<file path="config.mk">
export PLATFORM = sky130hd
export DESIGN_NAME = clock_group_reset_sequencer
export DESIGN_NICKNAME = d
export VERILOG_FILES = /design/src/rtl/clock_group_reset_sequencer.sv
export SDC_FILE = /design/constraint.sdc
export NUM_CORES = 1
export LEC_CHECK = 0
export CORE_AREA = 2 2 39 41
export CTS_BUF_LIST = sky130_fd_sc_hd__clkbuf_8
export DETAILED_ROUTE_END_ITERATION = 8
export DIE_AREA = 0 0 41 43
export DONT_BUFFER_PORTS = 1
export PLACE_DENSITY_LB_ADDON = 0.3
export SYNTH_ARGS = -nofsm -noshare
export SYNTH_HDL_FRONTEND = slang
export SYNTH_SLANG_ARGS = --single-unit
</file>
<file path="constraint.sdc">
create_clock -name clock -period 1.65 [get_ports clock]
set_input_delay 0.495 -clock clock [delete_from_list [all_inputs] [get_ports clock]]
set_output_delay 0.495 -clock clock [all_outputs]
set_load 0.1 [all_outputs]
</file>
<file path="src/rtl/clock_group_reset_sequencer.sv">
// Clock-enable / reset sequencer for subsystem_sbus and subsystem_l2.
// Ports: clock, reset (sync, active-low), cmd_valid/cmd_off/cmd_ready
//   (l2 power command), done (completion pulse), sbus_clk_en,
//   sbus_reset, l2_clk_en, l2_reset (active-high), state (FSM code).
// Optional l2 power gating: define CLOCK_GROUP_SEQ_L2_GATING_EN.
module clock_group_reset_sequencer #(
   parameter int HOLD_CYCLES = 16,
   parameter int GAP_CYCLES  = 4,
   parameter int CNT_W       = 8
) (
   input  logic       clock,
   input  logic       reset,
   input  logic       cmd_valid,
   input  logic       cmd_off,
   output logic       cmd_ready,
   output logic       done,
   output logic       sbus_clk_en,
   output logic       sbus_reset,
   output logic       l2_clk_en,
   output logic       l2_reset,
   output logic [2:0] state
);

   typedef enum logic [2:0] {
      HOLD    = 3'd0,
      SBUS_UP = 3'd1,
      RUN     = 3'd2,
      L2_DOWN = 3'd3,
      OFF     = 3'd4,
      L2_UP   = 3'd5
   } state_t;

   localparam logic [CNT_W-1:0] HOLD_LAST = CNT_W'(HOLD_CYCLES - 1);
   localparam logic [CNT_W-1:0] GAP_LAST  = CNT_W'(GAP_CYCLES - 1);
   localparam logic [CNT_W-1:0] CNT_ONE   = CNT_W'(1);

   state_t           state_q, state_d;
   logic [CNT_W-1:0] cnt_q, cnt_d;
   logic             sbus_clk_en_q, sbus_clk_en_d;
   logic             sbus_reset_q, sbus_reset_d;
   logic             l2_clk_en_q, l2_clk_en_d;
   logic             l2_reset_q, l2_reset_d;
   logic             done_q, done_d;

   always_ff @(posedge clock) begin
      if (!reset) begin
         state_q       <= HOLD;
         cnt_q         <= '0;
         sbus_clk_en_q <= 1'b0;
         sbus_reset_q  <= 1'b1;
         l2_clk_en_q   <= 1'b0;
         l2_reset_q    <= 1'b1;
         done_q        <= 1'b0;
      end else begin
         state_q       <= state_d;
         cnt_q         <= cnt_d;
         sbus_clk_en_q <= sbus_clk_en_d;
         sbus_reset_q  <= sbus_reset_d;
         l2_clk_en_q   <= l2_clk_en_d;
         l2_reset_q    <= l2_reset_d;
         done_q        <= done_d;
      end
   end

   always_comb begin
      state_d       = state_q;
      cnt_d         = cnt_q + CNT_ONE;
      sbus_clk_en_d = sbus_clk_en_q;
      sbus_reset_d  = sbus_reset_q;
      l2_clk_en_d   = l2_clk_en_q;
      l2_reset_d    = l2_reset_q;
      done_d        = 1'b0;
      case (state_q)
         HOLD: begin
            // Clocks still off means this is the first edge out of
            // reset: start the clocks and restart the hold count here.
            if (!sbus_clk_en_q) begin
               sbus_clk_en_d = 1'b1;
               l2_clk_en_d   = 1'b1;
               cnt_d         = '0;
            end else if (cnt_q == HOLD_LAST) begin
               state_d      = SBUS_UP;
               sbus_reset_d = 1'b0;
               cnt_d        = '0;
            end
         end
         SBUS_UP: begin
            if (cnt_q == GAP_LAST) begin
               state_d    = RUN;
               l2_reset_d = 1'b0;
               cnt_d      = '0;
            end
         end
         RUN: begin
`ifdef CLOCK_GROUP_SEQ_L2_GATING_EN
            if (cmd_valid) begin
               if (cmd_off) begin
                  state_d    = L2_DOWN;
                  l2_reset_d = 1'b1;
                  cnt_d      = '0;
               end else begin
                  done_d = 1'b1;
               end
            end
`endif
         end
`ifdef CLOCK_GROUP_SEQ_L2_GATING_EN
         L2_DOWN: begin
            if (cnt_q == GAP_LAST) begin
               state_d     = OFF;
               l2_clk_en_d = 1'b0;
               done_d      = 1'b1;
               cnt_d       = '0;
            end
         end
         OFF: begin
            if (cmd_valid) begin
               if (!cmd_off) begin
                  state_d     = L2_UP;
                  l2_clk_en_d = 1'b1;
                  cnt_d       = '0;
               end else begin
                  done_d = 1'b1;
               end
            end
         end
         L2_UP: begin
            if (cnt_q == HOLD_LAST) begin
               state_d    = RUN;
               l2_reset_d = 1'b0;
               done_d     = 1'b1;
               cnt_d      = '0;
            end
         end
`endif
         default: begin
            state_d       = HOLD;
            cnt_d         = '0;
            sbus_clk_en_d = 1'b1;
            sbus_reset_d  = 1'b1;
            l2_clk_en_d   = 1'b1;
            l2_reset_d    = 1'b1;
         end
      endcase
   end

`ifdef CLOCK_GROUP_SEQ_L2_GATING_EN
   assign cmd_ready = (state_q == RUN) || (state_q == OFF);
   assign done      = done_q;
`else
   logic unused_cmd;
   logic unused_done;
   assign unused_cmd  = cmd_valid ^ cmd_off;
   assign unused_done = done_q;
   assign cmd_ready   = 1'b0;
   assign done        = 1'b0;
`endif

   assign sbus_clk_en = sbus_clk_en_q;
   assign sbus_reset  = sbus_reset_q;
   assign l2_clk_en   = l2_clk_en_q;
   assign l2_reset    = l2_reset_q;
   assign state       = state_q;

endmodule
</file>
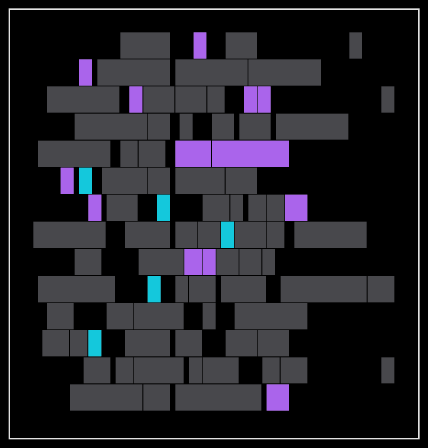
*Gate-type map, run 1*
NOR gates -> purple  # cells 13
inverters -> cyan  # cells 5
multi-input combinational area share: 47.0%
commonest non-fill, non-tap cell in the layout: sky130_fd_sc_hd__dfxtp_1
number of standard cells in the final layout excluding fillers: 103

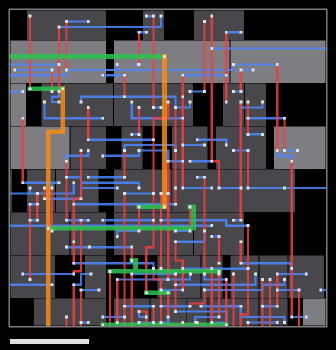
*Close-up of the layout, run 1*
Bar = 5 um. Window x 10 to 30, y 20 to 40 um. Cells in gray, sequential cells in the stronger gray; small squares are vias.
met2 -> red
met3 -> green
met1 -> blue
met4 -> orange
cells with their middle in the window = 38
most frequent = xor2_1 (4), nor2_1 (4), dfxtp_1 (4)
sequential cells in the window = 4
netlist names of flops here include = `cnt_q` (4)

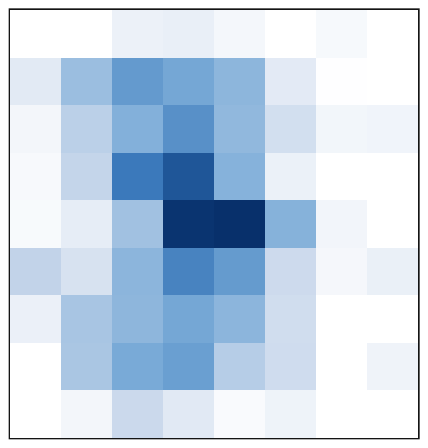
*Wire density map, run 1*
The die is cut into 8 by 9 equal tiles; white is low, dark blue is high, scaled to the fullest tile. Values are wire area over tile area, all layers added.
densest ninth of the die = center
mean over tiles = 0.11
tiles over half the peak = 15%

==> notes.md, run 1 <==
fresh numbers from the pnr run: fraction of met1 tracks used by global routing=between 20% and 30%, synth cell count leaders=14 x sky130_fd_sc_hd__dfxtp_1, 8 x sky130_fd_sc_hd__nor2_1, 6 x sky130_fd_sc_hd__nand2_1, 5 x sky130_fd_sc_hd__ha_1, 5 x sky130_fd_sc_hd__inv_1, top_reg_cell synth=sky130_fd_sc_hd__dfxtp_1, Hold Crit Class=input port to register, Crit Reg-Reg Startpoint=state[0], die area=~0.0018 sq mm, comb area leader=simple AND/OR/NAND/NOR gates, capture endpoint of the worst hold path=sbus_reset, global-route met3 utilization=4.71%, Top Consumer=registers, initial antenna violation count=0, post-synthesis cell count from yosys=~80, via count of the first global-routing pass=between 500 and 600, number of flops mapped to enable cells by yosys=0, number of instances in the synthesized netlist=a little under 80, max-cap check violation count=0, final hold vios=0, Top Layout Cells=11 x sky130_fd_sc_hd__dfxtp_1, 8 x sky130_fd_sc_hd__nor2_1, 7 x sky130_fd_sc_hd__buf_4, Final GP Congestion=~0.76, category of cells accounting for the largest share of critical-path delay=AND-OR/OR-AND gates, tally of OpenROAD warnings=31, cell accounting for the most synthesized area=sky130_fd_sc_hd__dfxtp_1, static leakage=~0.33 nW, horizontal extent of the die=41 um, termination of the worst setup path=cnt_q[3], Filler Cell Count=approximately 120, unrepaired setup endpoints after global routing=no, critical path required time=between 1500 and 2000 ps, cell area reported after detailed placement=around 760 sq um, Multiplexer share=under 10%, outcome=completed, cells along the critical path=inv_1, ha_1, nor3_2, a22oi_1, o21ai_2, nor2_1, clock skew after layout=0.997 ps, violation count after the first detailed-routing iteration=11, total design power=between 0.0007 and 0.0008 W, Synth Cell Area=roughly 700 sq um, flip-flops=14, CP Class=register to register, Worst path slowest cell=sky130_fd_sc_hd__dfxtp_4, Final min period=approximately 1500 ps, ratio of routed vias to standard cells=around 5.5, # DRC=0, Register-to-Register Path Depth=6, Worst path max stage delay=approximately 370 ps, # port buffers=0, WP data arrival=about 1600 ps, area taken by multi-input logic gates=a little under 400 sq um, worst-case setup slack after placement=approximately 100 ps
==> run 2: changes to the inputs <==
Settings changed: CORE_AREA 2 2 39 41 to 5 5 42 44, DIE_AREA 0 0 41 43 to 0 0 47 49.
==> run 2 against run 1 <==
  * Clock power barely moved
  * Global-route usage fell by 4.3 points
  * Cell count stayed put
  * Synthesized cell count is the same
  * Area after synthesis stayed put
  * Via count is 3.0% lower
  * Maximum frequency is 1.5% higher
  * Worst hold slack improved by 9.7 ps
  * Clock skew barely moved
  * Largest cell class unchanged
==> notes.md, run 2 <==
fresh numbers from the pnr run: core region area=between 0.001 and 0.0015 sq mm, Crit Reg-Reg Startpoint=state[0], count of final max-slew check failures=0, category of the worst setup path launch point=register, maximum buffer depth of the clock tree=2, Synth Cell Area=698 sq um (unchanged), net switching power figure=between 0.00015 and 0.0002 W, FMAX=roughly 0.67 GHz, Register-to-Register Path Depth=6 (unchanged), Yosys chip area=roughly 700 sq um, number of standard cells in the final layout excluding fillers=103 (unchanged), multi-input combinational area share=47.0% (unchanged), area taken by multi-input logic gates=385 sq um (unchanged), sequential share of cell area=between 30% and 40%, most frequent cell after synthesis=sky130_fd_sc_hd__dfxtp_1, aoi/oai-family share of the synthesized area=14.5%, drt pass-1 iters=4, buffer count from post-CTS setup fixing=0, fraction of met1 tracks used by global routing=16.8% (-5.4 points), ANT cells=0, TritonCTS clock tree=built, WP data arrival=1610 ps (-30 ps), top_reg_cell synth=sky130_fd_sc_hd__dfxtp_1, Final GP Congestion=0.729 (-4.6%), initial antenna violation count=0 (unchanged), number of buffers added by the clock tree synthesis step=3, Final Worst Setup Slack=162 ps, # clk buffers=4, die area=0.00230 sq mm (+31%), Synthesis Warnings=0, cell area reported after detailed placement=761 sq um (unchanged), unrepaired setup endpoints after global routing=no, post-CTS sizing=0, max-cap check violation count=0 (unchanged), Multiplexer share=1.43% (unchanged), Seq group=around 0.00034 W, category of cells accounting for the largest share of critical-path delay=AND-OR/OR-AND gates, internal power=~0.00056 W, # DRC=0 (unchanged), Top Layout Cells=11 x sky130_fd_sc_hd__dfxtp_1, 8 x sky130_fd_sc_hd__nor2_1, 7 x sky130_fd_sc_hd__buf_4, Filler Cell Count=131 (+9.2%), number of instances in the synthesized netlist=78 (unchanged), simple-gate share of the synthesized area=a little over a fifth, synth cell count leaders=14 x sky130_fd_sc_hd__dfxtp_1, 8 x sky130_fd_sc_hd__nor2_1, 6 x sky130_fd_sc_hd__nand2_1, 5 x sky130_fd_sc_hd__ha_1, 5 x sky130_fd_sc_hd__inv_1, ClkCell Share=6.71%, total design power=0.000751 W (-0.34%), worst hold margin=between 300 and 400 ps, cell accounting for the most synthesized area=sky130_fd_sc_hd__dfxtp_1, violation count after the first detailed-routing iteration=16 (+5), total met3 wirelength after detailed routing=around 67 um, cells along the critical path=inv_1, ha_1, nor2_1, a22oi_1, o21ai_2, nor2_1, capture endpoint of the worst hold path=sbus_reset, commonest non-fill, non-tap cell in the layout=sky130_fd_sc_hd__dfxtp_1, outcome=completed, tally of OpenROAD warnings=31 (unchanged), met2 routed wirelength=between 500 and 600 um, worst-case setup slack after placement=101 ps (-2.12 ps), I/O pin count=13, Pwr per Cell Area=about 920 mW/mm^2, static leakage=0.331 nW (about the same), # port buffers=0 (unchanged), Worst path slowest cell=sky130_fd_sc_hd__dfxtp_4, ratio of routed vias to standard cells=5.36 (-3.0%), Hold Crit Class=input port to register, Non-CTS buffers=7, critical path required time=1780 ps (about the same), CP Class=register to register, via count of the first global-routing pass=487 (-5.3%), post-synthesis cell count from yosys=78 (unchanged), CP Capture Type=register, xor and xnor fraction of the mapped netlist area=under 10%, non-clock buffer area fraction after layout=around 6.4%, horizontal extent of the die=47 um (+15%), area of all sequential standard cells=289 sq um, global-route met3 utilization=4.80% (+0.085 points), starting utilization of the core area=between 40% and 50%, Worst path max stage delay=370 ps (about the same), Unique masters post-synth=31, half-perimeter wire length after detailed placement=roughly 910 um, Final min period=1490 ps (-21.9 ps), quantity of hold-fixing buffers added after cts=0, Top Consumer=registers, fraction of registers with async set/reset=0%, number of flops mapped to enable cells by yosys=0 (unchanged), final hold vios=0 (unchanged), DRT Wirelength=1.26 mm, termination of the worst setup path=cnt_q[3], top metal layer carrying routed signals=met4, comb area leader=simple AND/OR/NAND/NOR gates
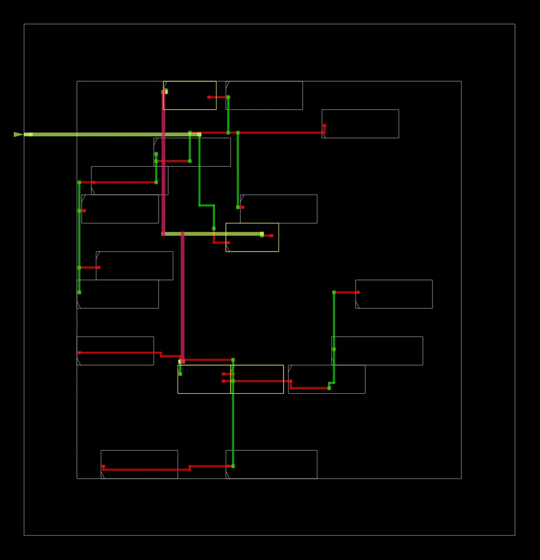
*The clock network, run 2*
flip-flops: 14
clock skew after layout: 1.01 ps
insertion delay at the late pin of the worst-skew pair: 240 ps
number of sinks driven by the clock tree: 14
total clock network power: 0.000334 W

==> run 3: changes to the inputs <==
Settings changed: SKIP_CTS_REPAIR_TIMING set to 1.
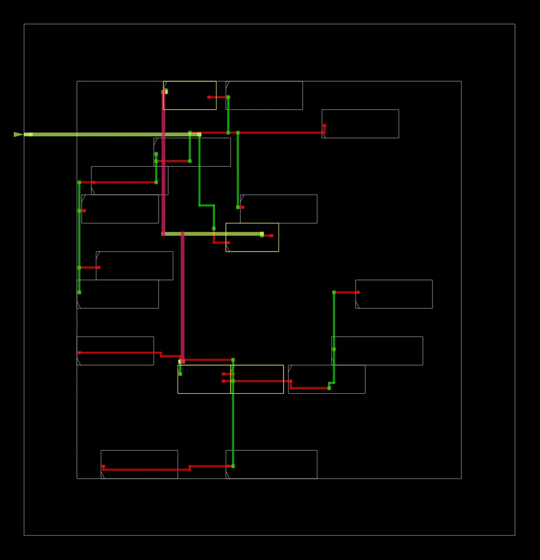
*The clock network, run 3*
number of buffers added by the clock tree synthesis step: 3
# clk buffers: 4

==> run 3 against run 2 <==
  * Critical path depth unchanged
  * Power is the same
  * Non-clock buffer count unchanged
  * Flip-flop count is the same
  * Die area did not move
  * Area after synthesis is the same
  * Sequential power barely moved
  * Register-to-register slack about the same
  * Clock-buffer cell count unchanged
  * Utilization stayed put
  * Via count is the same
  * Sequential share of layout area is the same
==> notes.md, run 3 <==
fresh numbers from the pnr run: core region area=0.00140 sq mm (unchanged), Top Consumer=registers, horizontal extent of the die=47 um (unchanged), synth cell count leaders=14 x sky130_fd_sc_hd__dfxtp_1, 8 x sky130_fd_sc_hd__nor2_1, 6 x sky130_fd_sc_hd__nand2_1, 5 x sky130_fd_sc_hd__ha_1, 5 x sky130_fd_sc_hd__inv_1, Crit Reg-Reg Startpoint=state[0], Synth Cell Area=698 sq um (unchanged), DRT Wirelength=1.26 mm (unchanged), flip-flops=14 (unchanged), Seq group=0.000344 W (about the same), CP Class=register to register, ANT cells=0 (unchanged), area of all sequential standard cells=289 sq um (unchanged), Final min period=1490 ps (unchanged), count of final max-slew check failures=0 (unchanged), global-route met3 utilization=4.80% (unchanged), total clock network power=0.000334 W (about the same), met2 routed wirelength=588 um (unchanged), drt pass-1 iters=4 (unchanged), non-clock buffer area fraction after layout=6.40% (unchanged), top_reg_cell synth=sky130_fd_sc_hd__dfxtp_1, net switching power figure=0.000189 W (unchanged), ClkCell Share=6.71% (unchanged), cells along the critical path=inv_1, ha_1, nor2_1, a22oi_1, o21ai_2, nor2_1, termination of the worst setup path=cnt_q[3], post-synthesis cell count from yosys=78 (unchanged), critical path required time=1780 ps (about the same), Non-CTS buffers=7 (unchanged), simple-gate share of the synthesized area=21.7% (unchanged), Worst path max stage delay=370 ps (about the same), via count of the first global-routing pass=487 (unchanged), Multiplexer share=1.43% (unchanged), fraction of met1 tracks used by global routing=16.8% (unchanged), sequential share of cell area=35.2% (unchanged), tally of OpenROAD warnings=31 (unchanged), Unique masters post-synth=31 (unchanged), # DRC=0 (unchanged), xor and xnor fraction of the mapped netlist area=6.27% (unchanged), cell accounting for the most synthesized area=sky130_fd_sc_hd__dfxtp_1, max-cap check violation count=0 (unchanged), capture endpoint of the worst hold path=sbus_reset, aoi/oai-family share of the synthesized area=14.5% (unchanged), FMAX=0.672 GHz (unchanged), total met3 wirelength after detailed routing=67 um (unchanged), ratio of routed vias to standard cells=5.36 (unchanged), category of cells accounting for the largest share of critical-path delay=AND-OR/OR-AND gates, worst-case setup slack after placement=101 ps (unchanged), worst hold margin=354 ps (unchanged), comb area leader=simple AND/OR/NAND/NOR gates, number of sinks driven by the clock tree=14 (unchanged), Final GP Congestion=0.729 (unchanged), area taken by multi-input logic gates=385 sq um (unchanged), Hold Crit Class=input port to register, number of standard cells in the final layout excluding fillers=103 (unchanged), cell area reported after detailed placement=761 sq um (unchanged), clock skew after layout=1.01 ps (unchanged), WP data arrival=1610 ps (about the same), violation count after the first detailed-routing iteration=16 (unchanged), Pwr per Cell Area=915 mW/mm^2 (unchanged), total design power=0.000751 W (unchanged), Worst path slowest cell=sky130_fd_sc_hd__dfxtp_4, internal power=0.000563 W (unchanged), outcome=completed, # port buffers=0 (unchanged), maximum buffer depth of the clock tree=2 (unchanged), Final Worst Setup Slack=162 ps (unchanged), initial antenna violation count=0 (unchanged), Yosys chip area=698 sq um (unchanged), fraction of registers with async set/reset=0% (unchanged), static leakage=0.331 nW (unchanged)
Power figures rest on the tool's default switching activity, not on a simulated workload.
